## src/rtl/tinycore_ram_loader.sv

```systemverilog
// tinycore_ram_loader: framed byte-stream boot loader that writes 16-bit words to RAM and verifies a checksum
module tinycore_ram_loader #(
  parameter int DATA_SZ   = 16,
  parameter int ADDR_SZ   = 16,
  parameter int RAM_SZ    = 1024,
  parameter int BASE_ADDR = 0
) (
  input  logic               clk,
  input  logic               rst,
  input  logic               start_i,
  input  logic [7:0]         byte_i,
  input  logic               byte_valid_i,
  output logic               byte_ready_o,
  output logic [ADDR_SZ-1:0] ram_addr_o,
  output logic [DATA_SZ-1:0] ram_data_o,
  output logic               ram_we_o,
  output logic               core_rst_o,
  output logic               busy_o,
  output logic               done_o,
  output logic               err_o,
  output logic [15:0]        checksum_o
);
  typedef enum logic [3:0] {IDLE, HDR_L, HDR_H, DATA_L, DATA_H, CSUM_L, CSUM_H, DONE, ERROR} state_t;
  localparam logic [31:0] RAM_MAX = RAM_SZ;
  state_t state;
  logic [15:0] n, idx, sum, word;
  logic [7:0] low;
  logic xfer;
  assign word = {byte_i, low};
  assign byte_ready_o = state inside {[HDR_L:CSUM_H]};
  assign busy_o = byte_ready_o;
  assign xfer = byte_valid_i && byte_ready_o;
  assign done_o = state == DONE;
  assign err_o = state == ERROR;
  assign core_rst_o = state != DONE;
  assign checksum_o = sum;
  always_ff @(posedge clk or posedge rst)
    if (rst) begin
      state <= IDLE;
      n <= '0;
      idx <= '0;
      sum <= '0;
      low <= '0;
      ram_addr_o <= '0;
      ram_data_o <= '0;
      ram_we_o <= 1'b0;
    end else begin
      ram_we_o <= 1'b0;
      case (state)
        IDLE, DONE, ERROR: if (start_i) begin
          state <= HDR_L;
          idx <= '0;
          sum <= '0;
        end
        HDR_L: if (xfer) begin
          low <= byte_i;
          state <= HDR_H;
        end
        HDR_H: if (xfer) begin
          n <= word;
          state <= (word == 16'd0 || 32'(word) > RAM_MAX) ? ERROR : DATA_L;
        end
        DATA_L: if (xfer) begin
          low <= byte_i;
          state <= DATA_H;
        end
        DATA_H: if (xfer) begin
          ram_data_o <= DATA_SZ'(word);
          ram_addr_o <= ADDR_SZ'(BASE_ADDR) + ADDR_SZ'(idx);
          ram_we_o <= 1'b1;
          sum <= sum + word;
          idx <= idx + 16'd1;
          state <= (idx + 16'd1 == n) ? CSUM_L : DATA_L;
        end
        CSUM_L: if (xfer) begin
          low <= byte_i;
          state <= CSUM_H;
        end
        CSUM_H: if (xfer) state <= (word == sum) ? DONE : ERROR;
        default: state <= IDLE;
      endcase
    end
endmodule

```

## config.mk

```make
export PLATFORM = sky130hd
export DESIGN_NAME = tinycore_ram_loader
export DESIGN_NICKNAME = d
export VERILOG_FILES = /design/src/rtl/tinycore_ram_loader.sv
export SDC_FILE = /design/constraint.sdc
export NUM_CORES = 1
export LEC_CHECK = 0
export CAP_MARGIN = 30
export CORE_MARGIN = 2
export CORE_UTILIZATION = 58
export CTS_BUF_LIST = sky130_fd_sc_hd__clkbuf_8
export DETAILED_ROUTE_END_ITERATION = 10
export HOLD_SLACK_MARGIN = 0.03
export PLACE_DENSITY = 0.94
export SYNTH_ARGS = -nofsm -noshare
export SYNTH_HDL_FRONTEND = slang
export SYNTH_SLANG_ARGS = --single-unit
export TNS_END_PERCENT = 50
```

## constraint.sdc

```tcl
create_clock -name clk -period 7.5 [get_ports clk]
set_input_delay 1.125 -clock clk [delete_from_list [all_inputs] [get_ports clk]]
set_output_delay 1.125 -clock clk [all_outputs]
set_load 0.05 [all_outputs]
```

==> results.json, run 1 <==
{
  "timing.critical_path.fanout_max": 8,
  "power.sequential.fraction_pct": 34.7,
  "achievable-frequency_mhz": 286.5,
  "run_status": "finished clean",
  "comb_share_pct": 43.05,
  "power_in_combinational_cells_mw": 1.21,
  "ctsResizeCount": 0,
  "globalRouteMet1Util_pct": 35.94,
  "switchingPower_mw": 1.111,
  "rsz0062_at_grt": "no",
  "io_buffer_count": 65,
  "top_cell_excl_fill_tap": "sky130_fd_sc_hd__nand2_1",
  "crit-reg2reg-launch": "state[2]",
  "final-clk-cell-share_pct": 3.422,
  "synthArstFlopShare_pct": 100.0,
  "synth.yosys.num_cells": 547,
  "cp.arrival_ps": 2360,
  "timing.max_slew.rel_slack_pct": 47.54,
  "fp.dieW_um": 97.39,
  "dp_slack_ps": 3880,
  "grt_start_max_net_pins": 64,
  "fillCellCount": 679,
  "critical_path_sink": "done_o",
  "dpl.hpwl_mm": 8.616,
  "ys.flop_type": "sky130_fd_sc_hd__dfrtp_1",
  "drcViolationCount": 0,
  "report.power.total_mw": 2.391,
  "whs_ps": 479.8,
  "min_delay_path_depth": 2,
  "startpoint_type": "register",
  "cp_data_required_time_ps": 6380,
  "peakVddDrop_uv": 319.5,
  "dr_wl_met2_mm": 6.081,
  "report.final.setup_viol": 0,
  "power_density_mw_per_mm2": 398.8,
  "layout.core_utilization_pct": 69.77,
  "number_of_global_route_vias_before_repair": 4336,
  "clock_sinks": 93,
  "power_frac_comb_pct": 50.6,
  "register_clock_pin_slew_on_the_reported_worst_setup_and_hold_paths_ps": 100,
  "met3WireLength_um": 781,
  "detail_route.wl_per_cell_um": 17.53,
  "floorplan.tapcells": 108,
  "total_count_of_hold_check_failures_in_the_final_report": 0,
  "rows": 34
}
[run 1: registers in the layout, indices dropped and copies added (netlist names)]
register and cells:
checksum_o 16, idx 16, n 16, ram_addr_o 16
ram_data_o 16, low 8, state 4, ram_we_o 1
[run 1: logic make-up after synthesis]
family                     synth area share, %
muxes                                    5.565
adders and majority gates                4.353
AOI/OAI and AO/OA                        14.94
buffers and inverters                    3.116
and+or+nand+nor                          19.61
DFF                                      46.01
xor gates and xnor gates                 6.406
[run 1: worst max-delay path, stage by stage, from the launching register on]
cell,delay [ps]
sky130_fd_sc_hd__dfrtp_1,510
sky130_fd_sc_hd__inv_1,180
sky130_fd_sc_hd__nor2_1,250
sky130_fd_sc_hd__nand3_1,130
sky130_fd_sc_hd__inv_1,130
sky130_fd_sc_hd__clkdlybuf4s50_1,810
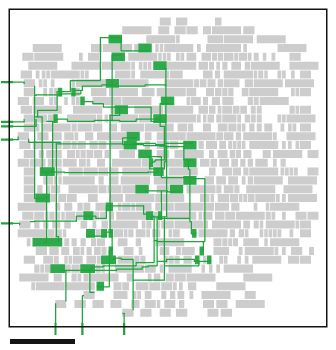
Run 1: wires at chosen ports, followed through buffers
Bar = 20 um.
colour	port	bits	direction	end cells	buffers	wire
green	`byte_i`	8	input	42	8	1010 um

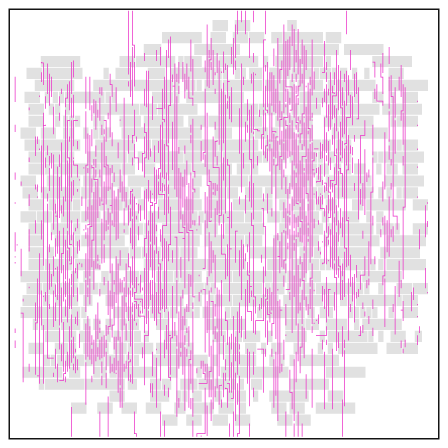
Run 1: metal 2
wire length on this layer	6080 um
share of all routed wire	49%
total number of vias: 4351
met2 layer usage reported by global route: 43.87%
overall routed net length: 12.52 mm

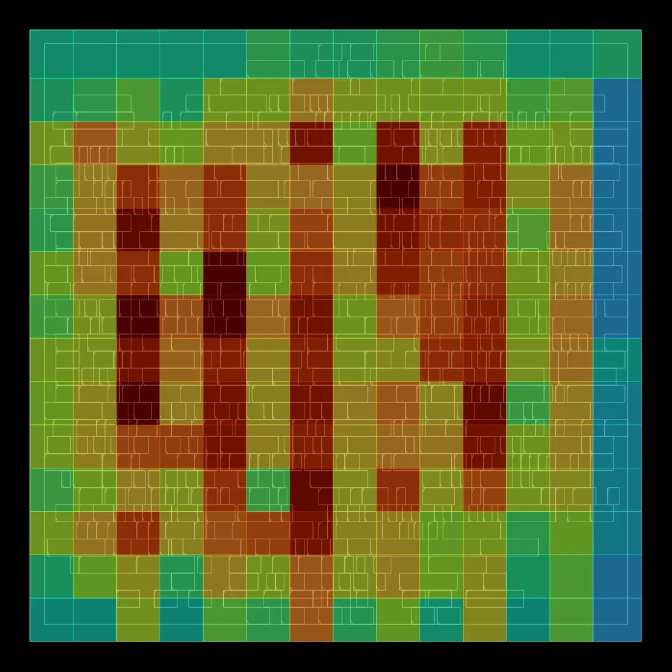
Run 1: routing congestion map
met3 GRT Util: 5.396%
Most Crowded Layer GR: met2

==> run 1 -> run 2 <==
CORE_UTILIZATION = 57   (was 58)
PLACE_DENSITY = 0.93   (was 0.94)
clock period = 3.43 ns   (was 7.5 ns; I/O delays follow)
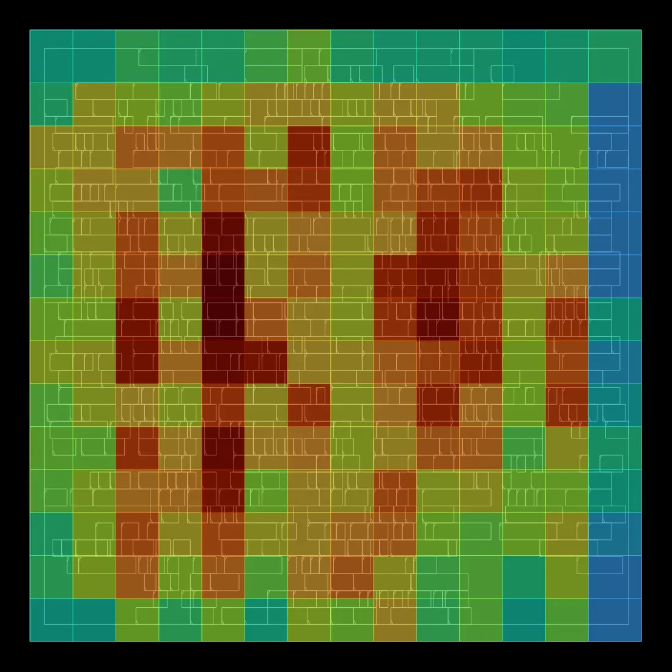
Run 2: routing congestion map
final core utilization: 69.33%
met1 layer usage reported by global route: 36.29%
met2 layer usage reported by global route: 45.52%

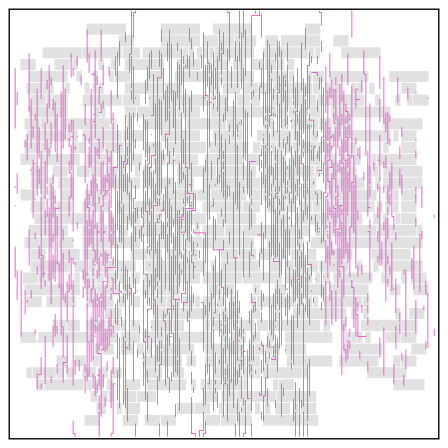
Run 2: metal 2
share of all routed wire	49%
longest straight run	62.6 um
wire length on this layer	6250 um
overall routed net length: 12.89 mm
total number of vias: 4385

==> run 2 against run 1 <==
Effect of this change: non-clock buffer count up 3; first-iteration DRC count increased by 8.4%; worst setup slack worse by 3400 ps; die area is 1.7% higher; synthesized cell count did not move; flip-flop count unchanged; worst hold slack about the same; critical path type unchanged; critical endpoint unchanged; highest routed layer unchanged.
==> results.json, run 2 <==
{
  "drcViolationCount": 0,
  "timing.max_slew.rel_slack_pct": 57.39,
  "register_clock_pin_slew_on_the_reported_worst_setup_and_hold_paths_ps": 90,
  "power.sequential.fraction_pct": 34.6,
  "dp_slack_ps": 581.6,
  "path_delay_family": "buffers and inverters",
  "power_in_combinational_cells_mw": 2.67,
  "run_status": "finished clean",
  "comb_share_pct": 42.90,
  "ctsResizeCount": 0,
  "dpl.hpwl_mm": 8.876,
  "path_buffers": 3,
  "path_common_cell": "sky130_fd_sc_hd__inv_1",
  "crit-reg2reg-launch": "low[0]",
  "rows": 34,
  "rsz0062_at_grt": "no",
  "fillCellCount": 684,
  "cpMaxStageDelayCell": "sky130_fd_sc_hd__clkdlybuf4s50_1",
  "achievable-frequency_mhz": 349.0,
  "synth.yosys.num_cells": 547,
  "worstPathCellList": "inv_1 -> nor2_1 -> nand3_1 -> inv_1 -> clkdlybuf4s50_1",
  "io_buffer_count": 65,
  "crit_path_max_incr_delay_ps": 800,
  "switchingPower_mw": 2.444,
  "timing.critical_path.fanout_max": 8,
  "power_frac_comb_pct": 50.7
}
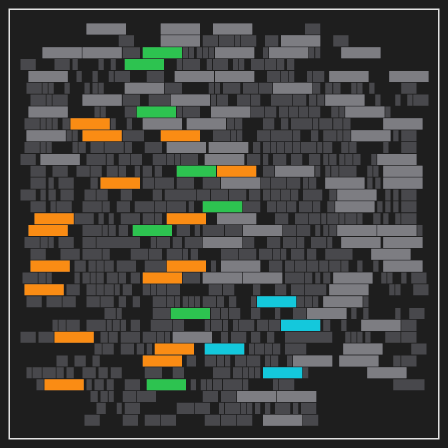
Run 2: where the registers sit
colour	netlist name	flops
orange	`checksum_o`	16
cyan	`state`	4
green	`low`	8
not coloured	65
FF+latch area: 0.002327 mm^2
sequential share of cell area: 38.68%

-- run 2: cell counts after synthesis --
Identical to the previous run, type by type.
-- run 2: routing by layer --
metal / part of all wire [%] / vias to the layer above / GRT usage [%] / routed length, um
met5: 0 / - / 0 / 0
met4: 3.1 / 0 / 10.75 / 400
met3: 7.1 / 40 / 4.366 / 917
met2: 49 / 213 / 45.52 / 6254
met1: 41 / 2110 / 36.29 / 5314
li1: - / 2022 / - / -
-- run 2: logic make-up after synthesis --
family	synth area share, %
multiplexers	5.565
AND/OR/NAND/NOR	19.61
flip-flops	46.01
buffers and inverters	3.116
adder cells (fa/ha/maj)	4.353
AND-OR/OR-AND	14.94
XOR/XNOR	6.406
-- run 2: worst min-delay path: cells and delay by family, from the launching register on --
family	cells	cell delay, ps
simple gates	2	100
flops	1	350
